### Metal 1, run 1

Bar = 100 um. Supply wires on this layer in gray. Cells faint in the background.
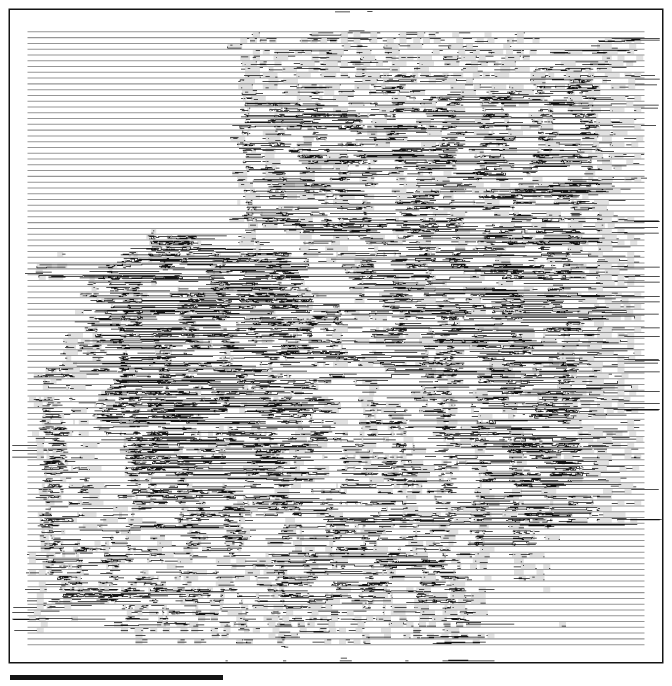
### Sequential cells colored by netlist name, run 1

Bar = 100 um. Other sequential cells in the stronger gray, the rest of the logic in the fainter gray.
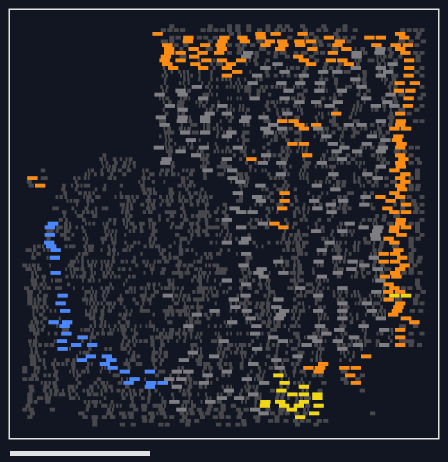
### Wiring by layer, run 1

Only two layers are drawn.
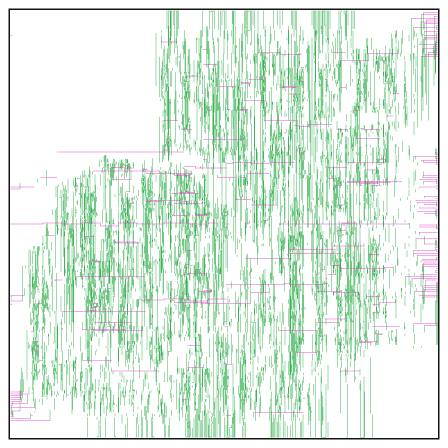
## src/rtl/fc_output_quantizer_pkg.sv

```systemverilog
// Shared constants and FSM encoding for the FC output quantizer and its requant stage.
package fc_output_quantizer_pkg;
    localparam int ACC_WIDTH  = 32;
    localparam int BIAS_WIDTH = 8;
    localparam int DATA_WIDTH = 8;
    localparam int PACK_NUM   = 20;
    localparam int ADDR_WIDTH = 10;
    localparam int CNT_WIDTH  = 10;
    localparam int SLOT_W     = $clog2(PACK_NUM);
    localparam int Q_MAX      = 2 ** (DATA_WIDTH - 1) - 1;

    typedef enum logic [1:0] {
        IDLE  = 2'd0,
        RUN   = 2'd1,
        FLUSH = 2'd2,
        DONE  = 2'd3
    } state_t;
endpackage

```

## src/rtl/fc_requant.sv

```systemverilog
// Two-stage requantizer: S1 adds the bias, S2 applies ReLU, rounding shift and saturation.
module fc_requant
    import fc_output_quantizer_pkg::*;
(
    input  logic                         clk,
    input  logic                         srst,
    input  logic                         in_valid,
    input  logic signed [ACC_WIDTH-1:0]  acc,
    input  logic signed [BIAS_WIDTH-1:0] bias,
    input  logic [4:0]                   shift,
    output logic                         s1_valid,
    output logic                         out_valid,
    output logic [DATA_WIDTH-1:0]        q
);
    localparam int RW = ACC_WIDTH + 2;

    logic signed [ACC_WIDTH:0] s_reg;
    logic signed [RW-1:0]      half;
    logic signed [RW-1:0]      rnd;
    logic signed [RW-1:0]      r;
    logic [DATA_WIDTH-1:0]     q_next;

    // One extra bit of headroom so the rounding add cannot wrap for any legal shift.
    always_comb begin
        half   = '0;
        rnd    = '0;
        r      = '0;
        q_next = '0;
        if (shift != 5'd0) begin
            half = RW'(1) << (shift - 5'd1);
        end
        rnd = {s_reg[ACC_WIDTH], s_reg} + half;
        r   = rnd >>> shift;
        if (s_reg[ACC_WIDTH] || (s_reg == '0)) begin
            q_next = '0;
        end else if (r > RW'(Q_MAX)) begin
            q_next = DATA_WIDTH'(Q_MAX);
        end else begin
            q_next = r[DATA_WIDTH-1:0];
        end
    end

    always_ff @(posedge clk) begin
        if (srst) begin
            s_reg     <= '0;
            s1_valid  <= 1'b0;
            out_valid <= 1'b0;
            q         <= '0;
        end else begin
            s1_valid  <= in_valid;
            s_reg     <= $signed({acc[ACC_WIDTH-1], acc})
                       + $signed({{(ACC_WIDTH + 1 - BIAS_WIDTH){bias[BIAS_WIDTH-1]}}, bias});
            out_valid <= s1_valid;
            q         <= q_next;
        end
    end
endmodule

```

## src/rtl/fc_output_quantizer.sv

```systemverilog
// FC output post-processing: requantizes each neuron result and packs PACK_NUM of them
// per SRAM write word in the layout the next layer reads.
module fc_output_quantizer
    import fc_output_quantizer_pkg::*;
(
    input  logic                           clk,
    input  logic                           srst,
    input  logic                           start,
    input  logic [CNT_WIDTH-1:0]           num_out,
    input  logic [ADDR_WIDTH-1:0]          base_addr,
    input  logic [4:0]                     quant_shift,
    input  logic                           acc_valid,
    input  logic signed [ACC_WIDTH-1:0]    acc_data,
    input  logic signed [BIAS_WIDTH-1:0]   bias_data,
    output logic                           sram_we,
    output logic [ADDR_WIDTH-1:0]          sram_waddr,
    output logic [PACK_NUM*DATA_WIDTH-1:0] sram_wdata,
    output logic [PACK_NUM-1:0]            sram_bytemask,
    output logic                           busy,
    output logic                           done,
    output state_t                         fsm_state
);
    state_t                         state;
    logic [CNT_WIDTH-1:0]           num_q;
    logic [CNT_WIDTH-1:0]           acc_cnt;
    logic [ADDR_WIDTH-1:0]          addr;
    logic [4:0]                     shift_q;
    logic [SLOT_W-1:0]              slot_cnt;
    logic [PACK_NUM*DATA_WIDTH-1:0] pack_buf;
    logic [PACK_NUM*DATA_WIDTH-1:0] buf_next;
    logic                           in_valid;
    logic                           s1_valid;
    logic                           q_valid;
    logic [DATA_WIDTH-1:0]          q;

    assign fsm_state = state;
    // Pulses past num_out and anything outside RUN never enter the pipeline.
    assign in_valid  = acc_valid && (state == RUN) && (acc_cnt != num_q);

    fc_requant u_requant (
        .clk       (clk),
        .srst      (srst),
        .in_valid  (in_valid),
        .acc       (acc_data),
        .bias      (bias_data),
        .shift     (shift_q),
        .s1_valid  (s1_valid),
        .out_valid (q_valid),
        .q         (q)
    );

    always_comb begin
        buf_next = pack_buf;
        buf_next[(PACK_NUM - 1 - int'(slot_cnt)) * DATA_WIDTH +: DATA_WIDTH] = q;
    end

    always_ff @(posedge clk) begin
        if (srst) begin
            state         <= IDLE;
            num_q         <= '0;
            acc_cnt       <= '0;
            addr          <= '0;
            shift_q       <= '0;
            slot_cnt      <= '0;
            pack_buf      <= '0;
            sram_we       <= 1'b0;
            sram_waddr    <= '0;
            sram_wdata    <= '0;
            sram_bytemask <= '0;
            busy          <= 1'b0;
            done          <= 1'b0;
        end else begin
            sram_we       <= 1'b0;
            sram_wdata    <= '0;
            sram_bytemask <= '0;
            done          <= 1'b0;

            if (q_valid) begin
                if (slot_cnt == SLOT_W'(PACK_NUM - 1)) begin
                    sram_we       <= 1'b1;
                    sram_waddr    <= addr;
                    sram_wdata    <= buf_next;
                    sram_bytemask <= '1;
                    addr          <= addr + 1'b1;
                    slot_cnt      <= '0;
                    pack_buf      <= '0;
                end else begin
                    pack_buf <= buf_next;
                    slot_cnt <= slot_cnt + 1'b1;
                end
            end

            if (in_valid) begin
                acc_cnt <= acc_cnt + 1'b1;
            end

            case (state)
                IDLE: begin
                    if (start) begin
                        num_q    <= num_out;
                        addr     <= base_addr;
                        shift_q  <= quant_shift;
                        acc_cnt  <= '0;
                        slot_cnt <= '0;
                        pack_buf <= '0;
                        busy     <= 1'b1;
                        if (num_out == '0) begin
                            state <= DONE;
                            done  <= 1'b1;
                        end else begin
                            state <= RUN;
                        end
                    end
                end
                RUN: begin
                    // All results accepted and both pipeline stages drained.
                    if ((acc_cnt == num_q) && !s1_valid && !q_valid) begin
                        state <= FLUSH;
                        if (slot_cnt != '0) begin
                            sram_we       <= 1'b1;
                            sram_waddr    <= addr;
                            sram_wdata    <= pack_buf;
                            sram_bytemask <= ~({PACK_NUM{1'b1}} >> slot_cnt);
                        end
                    end
                end
                FLUSH: begin
                    state    <= DONE;
                    done     <= 1'b1;
                    slot_cnt <= '0;
                    pack_buf <= '0;
                end
                DONE: begin
                    state <= IDLE;
                    busy  <= 1'b0;
                end
                default: state <= IDLE;
            endcase
        end
    end
endmodule

```

## config.mk

```make
export PLATFORM = sky130hd
export DESIGN_NAME = fc_output_quantizer
export DESIGN_NICKNAME = d
export VERILOG_FILES = /design/src/rtl/fc_output_quantizer_pkg.sv /design/src/rtl/fc_requant.sv /design/src/rtl/fc_output_quantizer.sv
export SDC_FILE = /design/constraint.sdc
export NUM_CORES = 1
export LEC_CHECK = 0
export CAP_MARGIN = 20
export CELL_PAD_IN_SITES_DETAIL_PLACEMENT = 1
export CELL_PAD_IN_SITES_GLOBAL_PLACEMENT = 2
export CORE_MARGIN = 8
export CORE_UTILIZATION = 25
export CTS_BUF_LIST = sky130_fd_sc_hd__clkbuf_2 sky130_fd_sc_hd__clkbuf_4 sky130_fd_sc_hd__clkbuf_8
export DETAILED_ROUTE_END_ITERATION = 6
export PLACE_DENSITY = 0.62
export SLEW_MARGIN = 20
export SYNTH_ARGS = -nofsm -noshare
export SYNTH_HDL_FRONTEND = slang
export SYNTH_SLANG_ARGS = --single-unit
```

## constraint.sdc

```tcl
create_clock -name clk -period 7.27 [get_ports clk]
set_input_delay 1.8175 -clock clk [delete_from_list [all_inputs] [get_ports clk]]
set_output_delay 1.8175 -clock clk [all_outputs]
set_load 0.05 [all_outputs]
```

==> results.py, run 1 <==
# Auto-generated metrics
metrics = {
    "yosys": {
        "synth_warnings": 0,
        "synthTopCellsByCount": "dfxtp_1 (438), nor2_1 (371), nand2_1 (237)",
        "synthCells": 2494,
        "ys_sh_xor": 0.03191,
        "async_flop_share": 0,
        "mux_share": 0.02546,
        "synth.largest_area_cell": "dfxtp_1",
        "top_area_frac": 0.4149,
        "synth_adder_area_share": 0.05458,
        "synth.distinct_cells": 82,
        "yosysMostFrequentCell": "dfxtp_1",
        "flop_cell": "dfxtp_1",
        "edf_count": 0,
    },
    "finish": {
        "clockNetworkAreaShare": 0.06674,
        "ff_count": 438,
        "logic_area_mm2": 0.01172,
        "layout.cells.non_filler": 3935,
        "num-nets-final": 2900,
        "finalInstanceArea_mm2": 0.02673,
        "layout.nonclk_buf_frac": 0.1070,
        "fillCellCount": 9792,
        "buffers": 294,
        "seq_share": 0.3280,
        "seq_area_mm2": 0.008768,
        "largest_class": "logic gates",
    },
    "worst_setup_path": {
        "path_delay_family": "AND-OR/OR-AND gates",
        "crit_type": "reg -> reg",
        "r2r_slack_ps": 1260,
        "arrival_ps": 6520,
        "cp-start-kind": "flip-flop",
        "r2r-end": "u_requant.q[6]$_SDFF_PP0_",
        "crit_path_top_delay_cell": "mux2i_1",
        "worstSetupPathDepth": 20,
        "path_buffers": 3,
        "r2r-start": "shift_q[1]$_SDFFE_PP0P_",
        "r2r.worst_path.cells": 20,
    },
    "power_and_ir_drop": {
        "comb_power_share": 0.213,
        "cellLeakagePower_nw": 9.761,
        "seqPwrFrac": 0.390,
        "p_comb_mw": 1.39,
        "top_power_group": "clock",
        "ir_worst_vdd_uv": 119.8,
        "powerClk_mw": 2.58,
        "finalPower_mw": 6.510,
        "switching_share": 0.3220,
    },
    "outcome": {
        "status": "finished clean",
    },
    "placed_design": {
        "placed_area_mm2": 0.02493,
        "place.gp.congestion": 0.8608,
        "placed_cells": 3791,
        "port_buffers": 263,
    },
    "global_route": {
        "grt_remaining_overflow": 0,
        "first_global_vias": 21400,
        "grt_max_degree": 77,
        "grt_pass1_wl_mm": 130.6,
    },
    "final_timing": {
        "rsz0062_at_grt": "false",
        "fin_skew_ps": 46.97,
        "maxSlewHeadroom": 0.3199,
        "fmax_ghz": 0.1664,
        "hold_violations": 0,
        "finalCritPeriodShare": 0.8267,
    },
    "routing": {
        "ant_nets": 0,
        "drt-initial-drc-count": 1130,
        "route.vias.total": 20270,
    },
    "die": {
        "ios": 264,
        "rows": 106,
        "chipArea_mm2": 0.09410,
        "initCoreUtil": 0.2525,
    },
    "clock_network": {
        "ctsResizeCount": 0,
        "htree_levels": 3,
        "cts_tree": "yes",
        "clkTransAtPathRegs_ps": 60,
    },
    "min_path": {
        "min_to": "sram_wdata[104]$_SDFF_PP0_",
        "hold_depth": 1,
        "holdCritStartpoint": "pack_buf[104]$_SDFF_PP0_",
    },
}
-- 'Metal 1' (at the start) --
nets with wire on the layer: 2746
main direction: horizontal
wire length on this layer: 36.9 mm

-- 'Sequential cells colored by netlist name' (at the start) --
legend:
  orange:
    name_in_the_netlist: sram_wdata
    placed_flops: 160
  blue:
    name_in_the_netlist: u_requant.s_reg
    placed_flops: 33
    where: lower left
  yellow:
    name_in_the_netlist: sram_bytemask
    placed_flops: 20
not colored: 225

-- 'Wiring by layer' (at the start) --
legend:
  magenta:
    layer: metal 3
    wire_length: 3290 um
  green:
    layer: metal 2
    wire_length: 42.8 mm

## run 1: layer usage
| metal | global-route usage | wire, um | share of wire | vias up |
|---|---|---|---|---|
| met1 | 0.2138 | 36940 | 0.43 | 10080 |
| met4 | 0.05304 | 2290 | 0.027 | 0 |
| li1 | - | - | - | 9575 |
| met5 | 0 | 0 | 0 | - |
| met2 | 0.3137 | 42850 | 0.50 | 467 |
| met3 | 0.02673 | 3285 | 0.038 | 142 |
## run 1: metrics by stage
stage	hold slack, ps	setup slack [ps]
final	439.4	1260
after CTS	442.3	1395
after floorplan	425.5	1749
after detailed placement	445.9	1437
after global routing	466.1	866.3
after global placement	450.2	1567
### Track usage over the die, run 1

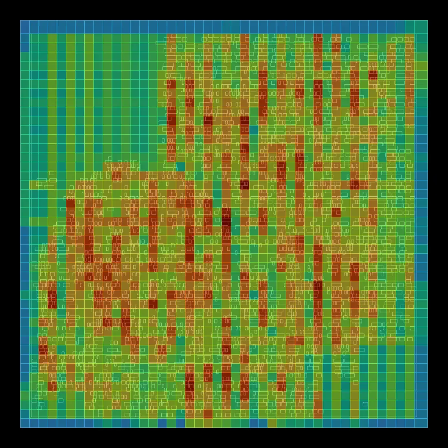

## Run 2: what changed since run 1
clock period = 5.8 ns   (was 7.27 ns; I/O delays follow)
### Track usage over the die, run 2

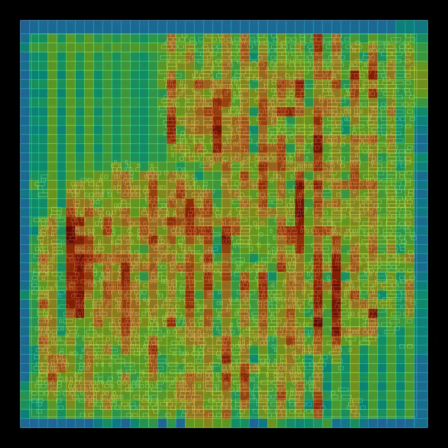
GR met3 Demand/Resource: 0.03134
drt wl/cell: 21.45 um
All-Layer GR Usage: 0.1760
met1 usage: 0.2118
met2 capacity usage during global routing: 0.3091

==> run 2 against run 1 <==
Against the previous run:
- utilization rose by 0.38 points
- area after synthesis did not move
- largest cell class unchanged
- via count rose by 1.1%
- sequential cell count did not move
- critical endpoint is now u_requant.q[3]$_SDFF_PP0_
- highest routed layer is now met5
- global-route usage rose by 0.12 points
==> results.py, run 2 <==
# Auto-generated metrics
metrics = {
    "outcome": {
        "status": "finished clean",
    },
    "routing": {
        "ant_nets": 0,
        "drt-initial-drc-count": 1065,
        "wl_met3_mm": 4.265,
        "route.vias.total": 20500,
    },
    "global_route": {
        "grt_pass1_wl_mm": 131.3,
        "busiest_layer": "met2",
        "grt_remaining_overflow": 0,
        "first_global_vias": 21730,
        "grt_max_degree": 98,
    },
    "worst_setup_path": {
        "r2r-start": "shift_q[1]$_SDFFE_PP0P_",
        "r2r_slack_ps": 400,
        "r2r.worst_path.cells": 22,
        "r2r-end": "u_requant.q[3]$_SDFF_PP0_",
        "arrival_ps": 5910,
        "crit_type": "reg -> reg",
    },
    "finish": {
        "buffers": 343,
        "ff_count": 438,
        "clockNetworkAreaShare": 0.06350,
        "num-nets-final": 2948,
        "finalInstanceArea_mm2": 0.02705,
        "logic_area_mm2": 0.01172,
        "seq_area_mm2": 0.008768,
        "seq_share": 0.3241,
        "fillCellCount": 9735,
        "layout.cells.non_filler": 3980,
    },
    "min_path": {
        "hold_depth": 2,
        "min_to": "sram_wdata[51]$_SDFF_PP0_",
        "holdCritStartpoint": "pack_buf[51]$_SDFF_PP0_",
    },
    "yosys": {
        "edf_count": 0,
        "mux_share": 0.02546,
        "top_area_frac": 0.4149,
        "synth.largest_area_cell": "dfxtp_1",
        "flop_cell": "dfxtp_1",
    },
    "final_timing": {
        "maxSlewHeadroom": 0.4171,
        "fin_skew_ps": 27.03,
        "hold_violations": 0,
        "worst_slack_ps": 397.1,
        "holdWs_ps": 453.1,
        "finalCritPeriodShare": 0.9315,
    },
    "clock_network": {
        "ctsResizeCount": 0,
        "cts_tree": "yes",
        "clkTransAtPathRegs_ps": 60,
        "htree_levels": 3,
    },
    "die": {
        "initCoreUtil": 0.2525,
        "ios": 264,
    },
    "placed_design": {
        "place.gp.congestion": 0.8645,
        "placed_area_mm2": 0.02530,
        "placed_cells": 3839,
        "pre_cts_ws_ps": 279.4,
    },
    "power_and_ir_drop": {
        "finalPower_mw": 8.110,
        "switching_share": 0.3207,
        "seqPwrFrac": 0.392,
    },
}
run 2: cell counts after synthesis:
Identical to the previous run, type by type.
run 2: worst max-delay path, stage by stage, from the launching register on:
cell	delay [ps]
dfxtp_1	320
inv_1	50
nand2_1	80
clkinv_1	120
ha_2	400
nand2_1	100
nor2_1	120
ha_1	200
inv_1	70
fa_1	420
nand2b_1	190
a21o_1	210
a211o_1	350
o21a_1	220
o311a_1	410
a211o_1	340
and2_1	170
mux4_2	460
o22ai_1	260
nand4_1	190
a2111oi_4	290
buf_4	200
a221oi_1	80
run 2: power by group through the flow:
stage                     Clock (mW)  Combinational (mW)  Sequential [mW]
after global placement             0                1.76             3.25
final                           3.13                1.80             3.18
after global routing            3.40                1.98             3.19
after detailed placement           0                1.79             3.25
after CTS                       3.27                1.80             3.18
after floorplan                    0                1.16             3.24
No activity file was given, so power comes from the tool's default toggle rates.
